**config.mk**
```make
export PLATFORM = sky130hd
export DESIGN_NAME = hazard_ctrl
export DESIGN_NICKNAME = d
export VERILOG_FILES = /design/src/rtl/hazard_pkg.sv /design/src/rtl/hazard_detect.sv /design/src/rtl/hazard_ctrl.sv
export SDC_FILE = /design/constraint.sdc
export NUM_CORES = 1
export LEC_CHECK = 0
export CAP_MARGIN = 20
export CORE_ASPECT_RATIO = 0.8
export CORE_UTILIZATION = 40
export CTS_CLUSTER_DIAMETER = 50
export DETAILED_ROUTE_END_ITERATION = 6
export PLACE_DENSITY_LB_ADDON = 0.12
export SLEW_MARGIN = 15
export SYNTH_ARGS = -nofsm -noshare
export SYNTH_HDL_FRONTEND = slang
export SYNTH_SLANG_ARGS = --single-unit
```
**constraint.sdc**
```tcl
create_clock -name clk -period 3.25 [get_ports clk]
set_input_delay 0.65 -clock clk [delete_from_list [all_inputs] [get_ports clk]]
set_output_delay 0.65 -clock clk [all_outputs]
set_load 0.005 [all_outputs]
```
**src/rtl/hazard_pkg.sv**
```systemverilog
// hazard_pkg: shared state encoding and constants for the pipeline hazard controller.
package hazard_pkg;
    typedef enum logic {RUN, MEM_WAIT} state_t;
    localparam logic [4:0] REG_X0 = 5'd0;
    localparam int MEM_TIMEOUT_DEF = 64;
endpackage

```
**src/rtl/hazard_detect.sv**
```systemverilog
// hazard_detect: combinational load-use comparator between the EX load and the ID consumer.
module hazard_detect
    import hazard_pkg::*;
(
    input  logic [4:0] i_rs1_D,
    input  logic [4:0] i_rs2_D,
    input  logic       i_rs1_used_D,
    input  logic       i_rs2_used_D,
    input  logic [4:0] i_rd_E,
    input  logic       i_memread_E,
    output logic       o_loaduse
);
    logic w_rs1_hit;
    logic w_rs2_hit;
    assign w_rs1_hit = i_rs1_used_D & (i_rs1_D == i_rd_E);
    assign w_rs2_hit = i_rs2_used_D & (i_rs2_D == i_rd_E);
    assign o_loaduse = i_memread_E & (i_rd_E != REG_X0) & (w_rs1_hit | w_rs2_hit);
endmodule

```
**src/rtl/hazard_ctrl.sv**
```systemverilog
// hazard_ctrl: 5-stage pipeline bubble/flush sequencer with memory-wait FSM and sticky timeout.
// Optional HAZARD_PERF_EN adds stall-cycle and flush-event counters.
module hazard_ctrl
    import hazard_pkg::*;
#(
    parameter int MEM_TIMEOUT = MEM_TIMEOUT_DEF,
    parameter int CNT_W       = 8
) (
    input  logic       clk,
    input  logic       rst_n,
    input  logic [4:0] rs1_D,
    input  logic [4:0] rs2_D,
    input  logic       rs1_used_D,
    input  logic       rs2_used_D,
    input  logic [4:0] rd_E,
    input  logic       memread_E,
    input  logic       br_taken_E,
    input  logic       jal_D,
    input  logic       dmem_req_M,
    input  logic       dmem_ready_M,
    output logic       bubbleF,
    output logic       bubbleD,
    output logic       bubbleE,
    output logic       bubbleM,
    output logic       bubbleW,
    output logic       flushD,
    output logic       flushE,
    output logic       flushM,
    output logic       flushW,
    output logic       mem_stall,
    output logic       mem_timeout
`ifdef HAZARD_PERF_EN
    ,output logic [31:0] perf_stall_cyc,
    output logic [31:0] perf_flush_evt
`endif
);
    state_t           r_state;
    logic [CNT_W-1:0] r_cnt;
    logic             r_timeout;
    logic             w_loaduse;
    logic             w_ms;
    logic             w_br;
    logic             w_lu;
    logic             w_jal;

    hazard_detect u_detect (
        .i_rs1_D      (rs1_D),
        .i_rs2_D      (rs2_D),
        .i_rs1_used_D (rs1_used_D),
        .i_rs2_used_D (rs2_used_D),
        .i_rd_E       (rd_E),
        .i_memread_E  (memread_E),
        .o_loaduse    (w_loaduse)
    );

    // Priority chain: memory stall > branch > load-use > jal
    assign w_ms  = dmem_req_M & ~dmem_ready_M;
    assign w_br  = ~w_ms & br_taken_E;
    assign w_lu  = ~w_ms & ~br_taken_E & w_loaduse;
    assign w_jal = ~w_ms & ~br_taken_E & ~w_loaduse & jal_D;

    assign bubbleF     = rst_n & (w_ms | w_lu);
    assign bubbleD     = rst_n & (w_ms | w_lu);
    assign bubbleE     = rst_n & w_ms;
    assign bubbleM     = rst_n & w_ms;
    assign bubbleW     = 1'b0;
    assign flushD      = ~rst_n | w_br | w_jal;
    assign flushE      = ~rst_n | w_br | w_lu;
    assign flushM      = ~rst_n;
    assign flushW      = ~rst_n | w_ms;
    assign mem_stall   = w_ms;
    assign mem_timeout = r_timeout;

    always_ff @(posedge clk or negedge rst_n) begin
        if (!rst_n) begin
            r_state   <= RUN;
            r_cnt     <= '0;
            r_timeout <= 1'b0;
        end else if (r_state == RUN) begin
            r_cnt <= '0;
            if (w_ms) r_state <= MEM_WAIT;
        end else begin
            if (!w_ms) r_state <= RUN;
            if (r_cnt != '1) r_cnt <= r_cnt + 1'b1;
            if (w_ms && r_cnt == CNT_W'(MEM_TIMEOUT - 1)) r_timeout <= 1'b1;
        end
    end

`ifdef HAZARD_PERF_EN
    logic [31:0] r_stall_cyc;
    logic [31:0] r_flush_evt;
    assign perf_stall_cyc = r_stall_cyc;
    assign perf_flush_evt = r_flush_evt;
    always_ff @(posedge clk or negedge rst_n) begin
        if (!rst_n) begin
            r_stall_cyc <= '0;
            r_flush_evt <= '0;
        end else begin
            if (bubbleF) r_stall_cyc <= r_stall_cyc + 32'd1;
            if (flushD) r_flush_evt <= r_flush_evt + 32'd1;
        end
    end
`endif
endmodule

```
==> impl_metrics.toml, run 1 <==
# synthesis and place-and-route metrics
[outcome]
outcome = "complete, no violations"

[yosys]
ys.flop_type = "dfrtp_1"
ys_types = 32
async_flop_share_pct = 100
syn_inst = 79
ys_area_um2 = 697
ys_sh_mux_pct = 1.44
synthAoiAreaFrac_pct = 16.0
top_logic_kind = "simple AND/OR/NAND/NOR gates"

[worst_setup_path]
crit_start = "rd_E[2]"
crit_end = "flushD"
critPathMaxFanout = 3
path_delay_family = "buffers and inverters"
critPathCaptureType = "output pin"
cp_slowest_stage_delay_ns = 0.54
startpoint_type = "input port"
critical_path_depth = 6
worst-path-buf-inv = 2

[power]
powerClk_mw = 0.109
ir_drop_mv = 0.329
power_frac_comb_pct = 23.4

[drt]
viasPerCell = 4.92
remaining_drc_errors = 0

[grt]
grt_pass1_wl_mm = 2.54
antenna_found_initial = 0
grt_pass1_vias = 576

[finish]
inv_count = 3
layout_top_cell = "clkdlybuf4s50_1"
drive_gt1_share_pct = 12.3
syn_to_final_growth_pct = 54.2
logic_area_um2 = 402
flop-count = 10
comb-cell-share_pct = 37.4
seq_area_um2 = 250

[clock_network]
clk_latency_ns = 0.26
clk_path_buf_depth = 2
clkTransAtPathRegs_ns = 0.06
cts_resized = 0

[floorplanning]
fp-row-count = 13
well_tap_count = 22
die_y_um = 39.3
die_area_mm2 = 0.00191

[sta]
clock_skew_ns = 0.00107
finalSetupViolations = 0
holdWs_ns = 0.465
rsz0062_at_grt = "false"

[job]
warnings = 26

[placed_design]
pre_cts_slack_ns = 0.0422
dp_hpwl_mm = 1.31

[min_path]
holdPathStages = 1
min_to = "mem_timeout"
worstHoldStart = "mem_timeout"
-- run 1: Yosys cell counts, types with 2 or more instances --
cell type,instances,area (µm²)
dfrtp_1,10,250
xnor2_1,10,87.6
a21oi_1,4,20.0
buf_4,3,22.5
nand4_1,3,18.8
or3_1,2,12.5
nor2_1,3,11.3
nand2b_1,3,18.8
o21ai_0,8,40.0
nand2_1,10,37.5
inv_1,2,7.51
-- run 1: sequential cells by signal, summed over array words and instances (netlist names) --
| name | flops |
|---|---|
| r_cnt | 8 |
| mem_timeout | 1 |
| r_state | 1 |
-- run 1: layer usage --
| layer | GRT usage (%) | wire length [µm] |
|---|---|---|
| met1 | 22.2 | 757 |
| met2 | 32.6 | 728 |
| met3 | 6.98 | 104 |
| met4 | 0 | 0 |
| met5 | 0 | 0 |
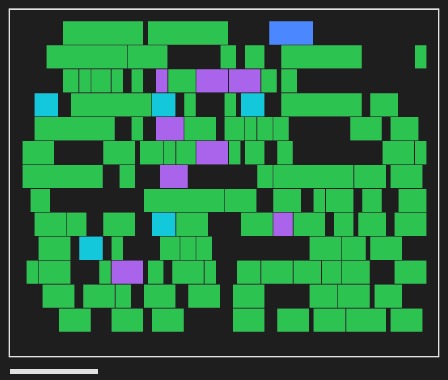
Run 1: drive-strength map
Scale bar: 10 µm.
color	size	cells
green	_0 and _1 cells	100
cyan	_3 and _4 cells	5
purple	_2 cells	8
blue	_6 and larger	1

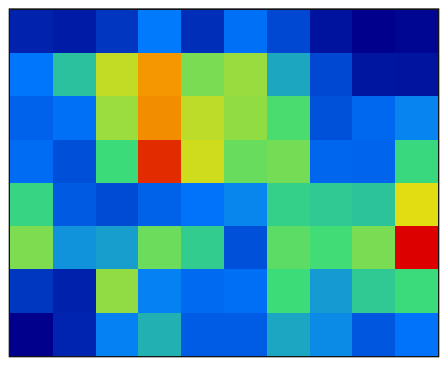
Run 1: wiring heat map
10 x 8 tiles, from dark blue (low) to red (high), scaled to the fullest tile. Values are wire area over tile area, all layers added.
mean over tiles	0.13
fullest tile	0.38
densest ninth of the die	center
emptiest ninth of the die	upper right
WL/cell: 11.7 µm
Routed WL: 1.59 mm
via count: 669
Total GRT Usage: 18.1%

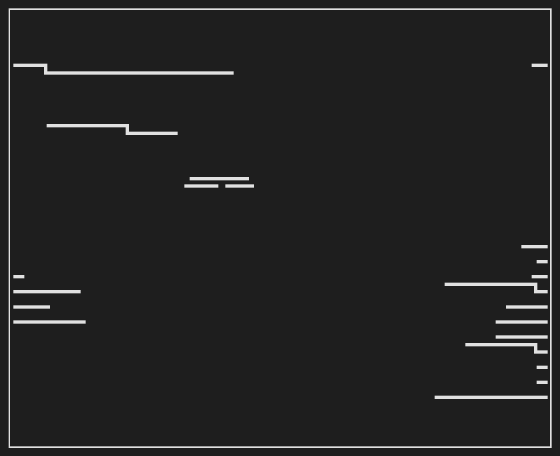
Run 1: met3 routing
main direction	horizontal
wire length on this layer	104 µm
share of all routed wire	6.6%
nets with wire on the layer	21
met3 Use GR: 6.98%

==> run 2: changes to the inputs <==
--- a/config.mk
+++ b/config.mk
@@ -7,7 +7,7 @@
 export LEC_CHECK = 0
 export CAP_MARGIN = 20
 export CORE_ASPECT_RATIO = 0.8
-export CORE_UTILIZATION = 40
+export CORE_UTILIZATION = 42
 export CTS_CLUSTER_DIAMETER = 50
 export DETAILED_ROUTE_END_ITERATION = 6
 export PLACE_DENSITY_LB_ADDON = 0.12
==> constraint.sdc (replaced) <==
create_clock -name clk -period 3.25 [get_ports clk]
set_input_delay 0.325 -clock clk [delete_from_list [all_inputs] [get_ports clk]]
set_output_delay 0.325 -clock clk [all_outputs]
set_load 0.005 [all_outputs]
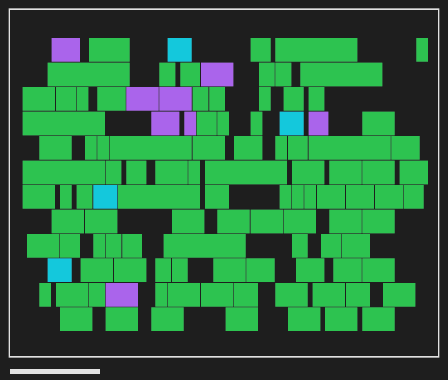
Run 2: drive-strength map
Scale bar: 10 µm.
color	size	cells
green	_0 and _1 cells	100
purple	_2 cells	8
cyan	_3 and _4 cells	4
area delta synth->final: 50.6%
fin area: 0.00105 mm²
non-clock buffer count: 34
setup ws final: 0.629 ns

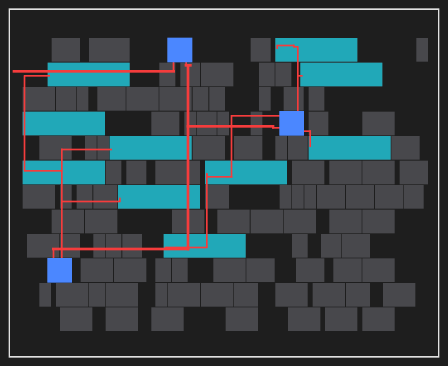
Run 2: clock distribution
[blue] clock drivers | count: 3
[red] clock wires | length: 157 µm
[cyan] flip-flops | count: 10
routed clock nets	4

==> run 2 against run 1 <==
Effect of this change: synthesized cell count is the same; wire length rose by 18%; first-iteration DRC count down 100%; maximum frequency rose by 22%; global-route usage is 6.7 points higher; worst hold slack lost 0.059 ns; critical path depth increased by 1; synthesized area is the same; final cell count decreased by 2.2%; highest routed layer is now met4.
==> impl_metrics.toml, run 2 <==
# synthesis and place-and-route metrics
[clock_network]
clk_path_buf_depth = 2
cts_tree = "yes"
cts_resized = 0
cts_buffers = 3
clkTransAtPathRegs_ns = 0.06
clk_latency_ns = 0.28

[grt]
met3_usage_pct = 8.96
met1_usage_pct = 23.9
grt_pass1_vias = 689
antenna_found_initial = 0
grt_max_degree = 14
use_met2_pct = 46.9
busiest_layer = "met2"
grt_usage_pct = 24.8
grt_pass1_wl_mm = 2.90

[yosys]
async_flop_share_pct = 100
ys.flop_type = "dfrtp_1"
ys_area_um2 = 697
synthAoiAreaFrac_pct = 16.0
top_cells_by_area = "dfrtp_1, xnor2_1, o21ai_0, nand2_1, buf_4"
ys_sh_mux_pct = 1.44
synth-adder-area-share_pct = 1.80
ys_types = 32
syn_area_um2 = 697
syn_inst = 79
synth_top_area_share_pct = 35.9
ys_top_cells_by_count = "dfrtp_1, nand2_1, xnor2_1"
top_logic_kind = "simple AND/OR/NAND/NOR gates"
largest_area_cell = "dfrtp_1"

[placed_design]
dp_hpwl_mm = 1.51
pre_cts_slack_ns = 0.609
place_area_mm2 = 0.00103

[drt]
wl_met2_mm = 1.01
m1WireLength_um = 738
viasPerCell = 5.21
highest_layer = "met4"
vias = 693
wl_met3_um = 97
antenna_left = 0
wl_per_cell_um = 14.1
firstDrtPassIters = 1
remaining_drc_errors = 0
routed_wl_mm = 1.88

[power]
powerClk_mw = 0.0878
power_frac_comb_pct = 25.0
maxPowerGroup = "registers"
ir_drop_mv = 0.211
p_comb_mw = 0.0722
internal_power_mw = 0.217
pwr-share-clk_pct = 30.4

[finish]
largest-register = "r_cnt"
largest_reg_flops = 8
drive_gt1_share_pct = 10.7
diodes = 0
layout_top_cell = "clkdlybuf4s50_1"

[worst_setup_path]
critPathCaptureType = "output pin"
path_delay_family = "buffers and inverters"
cp_slowest_stage_delay_ns = 0.55
crit_chain = "clkdlybuf4s50_1, xnor2_1, nand4_1, o22ai_1, nand2_1, o21ai_0, clkdlybuf4s50_1"
critical_path_depth = 7
worst-path-buf-inv = 2
crit_end = "bubbleD"
crit_required_ns = 2.92
startpoint_type = "input port"
critPathMaxFanout = 3
crit_start = "rd_E[1]"

[outcome]
outcome = "complete, no violations"

[floorplanning]
die_area_mm2 = 0.00183
fp-row-count = 12
die_y_um = 38.4
ios = 35

[sta]
clock_skew_ns = 0.00407
finalSetupViolations = 0
period_minus_slack_ns = 2.62
holdWs_ns = 0.406
rsz0062_at_grt = "false"

[job]
warnings = 26
## run 2: cell types whose count changed in the layout (fill, tap and decap cells not counted)
cell,delta
o21ai_1,-1
clkbuf_8,-1
buf_4,-1
dlymetal6s2s_1,-1
o21ai_0,+1
clkdlybuf4s50_1,+1
## run 2: cell type report
| class | count | area, µm² |
|---|---|---|
| fill | 128 | 422 |
| timing repair buffer | 34 | 338 |
| inverter | 3 | 11.3 |
| clock buffer | 3 | 22.5 |
| sequential | 10 | 250 |
| tap | 21 | 26.3 |
| multi-input combinational | 62 | 402 |
## run 2: per-stage QoR
stage	std cells	power [mW]	util [%]
4_1_cts	133	0.293	71.3
5_1_grt	133	0.302	71.3
3_5_place_dp	130	0.204	69.8
2_1_floorplan	79	0.156	-
6_report	133	0.289	71.3
3_3_place_gp	130	0.202	69.8
Power is estimated from default activity; no workload was simulated.
